===== src/rtl/control_filtro_pb.sv =====
// Sequencing controller for a second-order IIR section built on a shared multiply-add datapath.
// Steps the recursion F(K) then the output Y(K) one product per cycle and shifts the F history.
module control_filtro_pb (
   input  logic       clk,
   input  logic       reset,
   input  logic       start,
   output logic       en1,
   output logic       en2,
   output logic       en3,
   output logic       en4,
   output logic [2:0] muxS,
   output logic [1:0] muxC,
   output logic [1:0] muxZ,
   output logic       busy,
   output logic       done,
   output logic       overrun
);

   typedef enum logic [2:0] {
      StIdle  = 3'd0,
      StF1    = 3'd1,
      StF2    = 3'd2,
      StY1    = 3'd3,
      StY2    = 3'd4,
      StY3    = 3'd5,
      StShift = 3'd6,
      StDone  = 3'd7
   } state_e;

   state_e state_q, state_d;
   logic   overrun_q;

   always_ff @(posedge clk or posedge reset) begin
      if (reset) begin
         state_q   <= StIdle;
         overrun_q <= 1'b0;
      end else begin
         state_q <= state_d;
         // busy is decoded from state_q, so a start in DONE never counts
         if (start && busy) begin
            overrun_q <= 1'b1;
         end
      end
   end

   always_comb begin
      state_d = StIdle;
      case (state_q)
         StIdle:  state_d = start ? StF1 : StIdle;
         StF1:    state_d = StF2;
         StF2:    state_d = StY1;
         StY1:    state_d = StY2;
         StY2:    state_d = StY3;
         StY3:    state_d = StShift;
         StShift: state_d = StDone;
         StDone:  state_d = start ? StF1 : StIdle;
         default: state_d = StIdle;
      endcase
   end

   // Moore decode: every output depends on state_q only
   always_comb begin
      en1  = 1'b0;
      en2  = 1'b0;
      en3  = 1'b0;
      en4  = 1'b0;
      muxS = 3'd0;
      muxC = 2'd0;
      muxZ = 2'd0;
      busy = 1'b0;
      done = 1'b0;
      case (state_q)
         StF1: begin
            muxS = 3'd2;
            muxC = 2'd0;
            muxZ = 2'd3;
            en2  = 1'b1;
            busy = 1'b1;
         end
         StF2: begin
            muxS = 3'd3;
            muxC = 2'd1;
            muxZ = 2'd1;
            en2  = 1'b1;
            busy = 1'b1;
         end
         StY1: begin
            muxS = 3'd1;
            muxC = 2'd2;
            muxZ = 2'd0;
            en1  = 1'b1;
            busy = 1'b1;
         end
         StY2: begin
            muxS = 3'd2;
            muxC = 2'd3;
            muxZ = 2'd2;
            en1  = 1'b1;
            busy = 1'b1;
         end
         StY3: begin
            muxS = 3'd3;
            muxC = 2'd2;
            muxZ = 2'd2;
            en1  = 1'b1;
            busy = 1'b1;
         end
         StShift: begin
            en3  = 1'b1;
            en4  = 1'b1;
            busy = 1'b1;
         end
         StDone: begin
            done = 1'b1;
         end
         default: begin
         end
      endcase
   end

   assign overrun = overrun_q;

endmodule


===== config.mk =====
export PLATFORM = sky130hd
export DESIGN_NAME = control_filtro_pb
export DESIGN_NICKNAME = d
export VERILOG_FILES = /design/src/rtl/control_filtro_pb.sv
export SDC_FILE = /design/constraint.sdc
export NUM_CORES = 1
export LEC_CHECK = 0
export CORE_AREA = 2 2 39 41
export DETAILED_ROUTE_END_ITERATION = 8
export DIE_AREA = 0 0 41 43
export GPL_TIMING_DRIVEN = 0
export REMOVE_ABC_BUFFERS = 1
export SYNTH_ARGS = -nofsm -noshare
export SYNTH_HDL_FRONTEND = slang
export SYNTH_SLANG_ARGS = --single-unit

===== constraint.sdc =====
create_clock -name clk -period 1.3 [get_ports clk]
set_clock_uncertainty 0.2 [all_clocks]
set_input_delay 0.26 -clock clk [delete_from_list [all_inputs] [get_ports clk]]
set_output_delay 0.26 -clock clk [all_outputs]
set_load 0.005 [all_outputs]

### The metal 1 layer

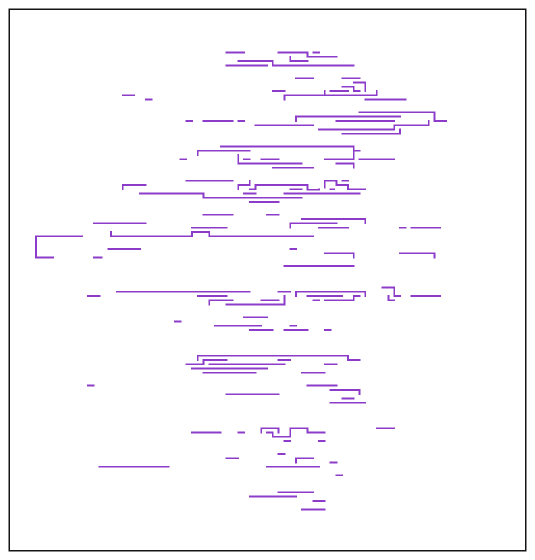
The wires run mostly horizontal. 66 nets have wire on it. The layer holds 35% of the routed length.

### Placement density heat map

8 x 9 tiles, from white (low) to dark blue (high), 0 to 100% covered.
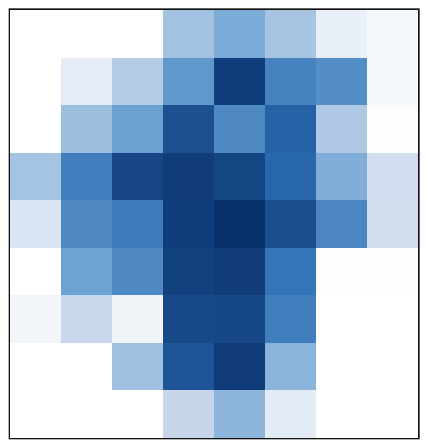
The densest ninth of the die: centre. The fullest tile reaches 100%. 28% of the tiles are nearly empty. 22% of the tiles are over 75% full.
Final Util: 52.35%
Core Area: 1384 sq um
Core Util at FP: 23.96%

==> impl_metrics.env <==
# implementation run metrics
export IMPL_final_cell_mix="buf_6, buf_2, buf_4"
export IMPL_grt_pass1_wl_mm=1.600
export IMPL_finalSetupViolCount=15
export IMPL_cts_made_buffers=3
export IMPL_synth_flops=4
export IMPL_cts_hold_buffers=1
export IMPL_grt_pass1_vias=403
export IMPL_most_common_cell="nand2_1"
export IMPL_violations="negative setup slack"
export IMPL_drc=0
export IMPL_drt_iter0_markers=3
export IMPL_globalRouteMet3Util_pct=3.141
export IMPL_synth_area_per_cell_sq_um=8.087
export IMPL_critPathCaptureType="output port"
export IMPL_die_width_um=41
export IMPL_num_rows=14
export IMPL_yosysTopAreaCellShare_pct=30.19
export IMPL_hold_violations=0
export IMPL_rr_endpoint="state_q[2]"
export IMPL_warnings=30
export IMPL_total_power_mw=2.166
export IMPL_wl_met1_um=363
export IMPL_grt_met1_usage_pct=12.75
export IMPL_ctsRootBufferMaster="clkbuf_4"
export IMPL_grt_use_total_pct=14.03
export IMPL_dr_pass1_iters=4
export IMPL_yosys_warnings=0
export IMPL_dieArea_sq_um=1763
export IMPL_status="complete, but fails checks"
export IMPL_met2WireLength_um=630
export IMPL_diodes=0
export IMPL_dr_max_layer_used="met4"
export IMPL_clk_pin_slew_worst_paths_ns=0.04
export IMPL_common_cells="nand2_1, nor2_1, dfrtp_1, ha_1, inv_1"
export IMPL_cts_setup_buffers=15
export IMPL_yosysChipArea_sq_um=331.6
export IMPL_fin_ws_ns=-0.5771
export IMPL_lay_top_count="buf_6"
export IMPL_hold_start="overrun"
export IMPL_yosysUniqueCellTypes=17
export IMPL_grt_start_max_net_pins=14
export IMPL_mi_logic_area_sq_um=276.5
export IMPL_synthXorXnorAreaFrac_pct=0
export IMPL_final_cell_area_sq_um=724.4
export IMPL_overflow=0
export IMPL_simple_gate_share_pct=29.06
export IMPL_clk_path_buf_depth=2
export IMPL_setup_worst_path_end="busy"
export IMPL_clk_insertion_delay_late_ns=0.23
### Gate-type map

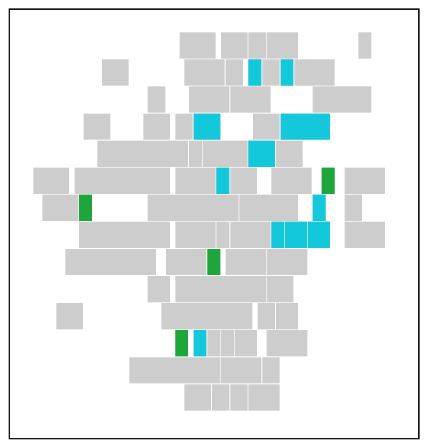
Key: inverters = green [cells 4, most used inv_2]; NAND gates = cyan [cells 11, most used nand2_1]

### Met2 routing

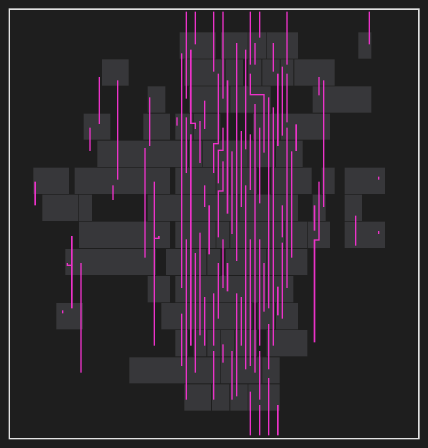
The wires run mostly vertical. The longest straight run is 26.9 um. The layer holds 60% of the routed length.
met2 Usage GRT: 25.62%
Vias: 382
Routed WL: 1.046 mm

## report_power, final
group          internal, mW  switching, mW  total (mW)
sequential            0.190          0.111       0.301
combinational          1.02          0.695        1.72
clock                 0.103         0.0464       0.149
total                  1.31          0.852        2.17
## worst max-delay path, cell delays in order, from the launching register on
cell	delay (ns)
dfrtp_1	0.41
buf_6	0.14
ha_4	0.17
a21oi_4	0.15
buf_6	0.12
nand3b_1	0.07
buf_2	0.13
## final cells by class
| class | instances | area share, % |
|---|---|---|
| clock buffers | 3 | 3.109 |
| inverters | 4 | 2.073 |
| multi-input cells | 30 | 38.17 |
| flip-flops and latches | 4 | 13.99 |
| well taps | 16 | 2.763 |
| repair buffers | 33 | 39.90 |
## state kept, by name, indices dropped and copies added, names as in the netlist
register	flops
state_q	3
overrun	1
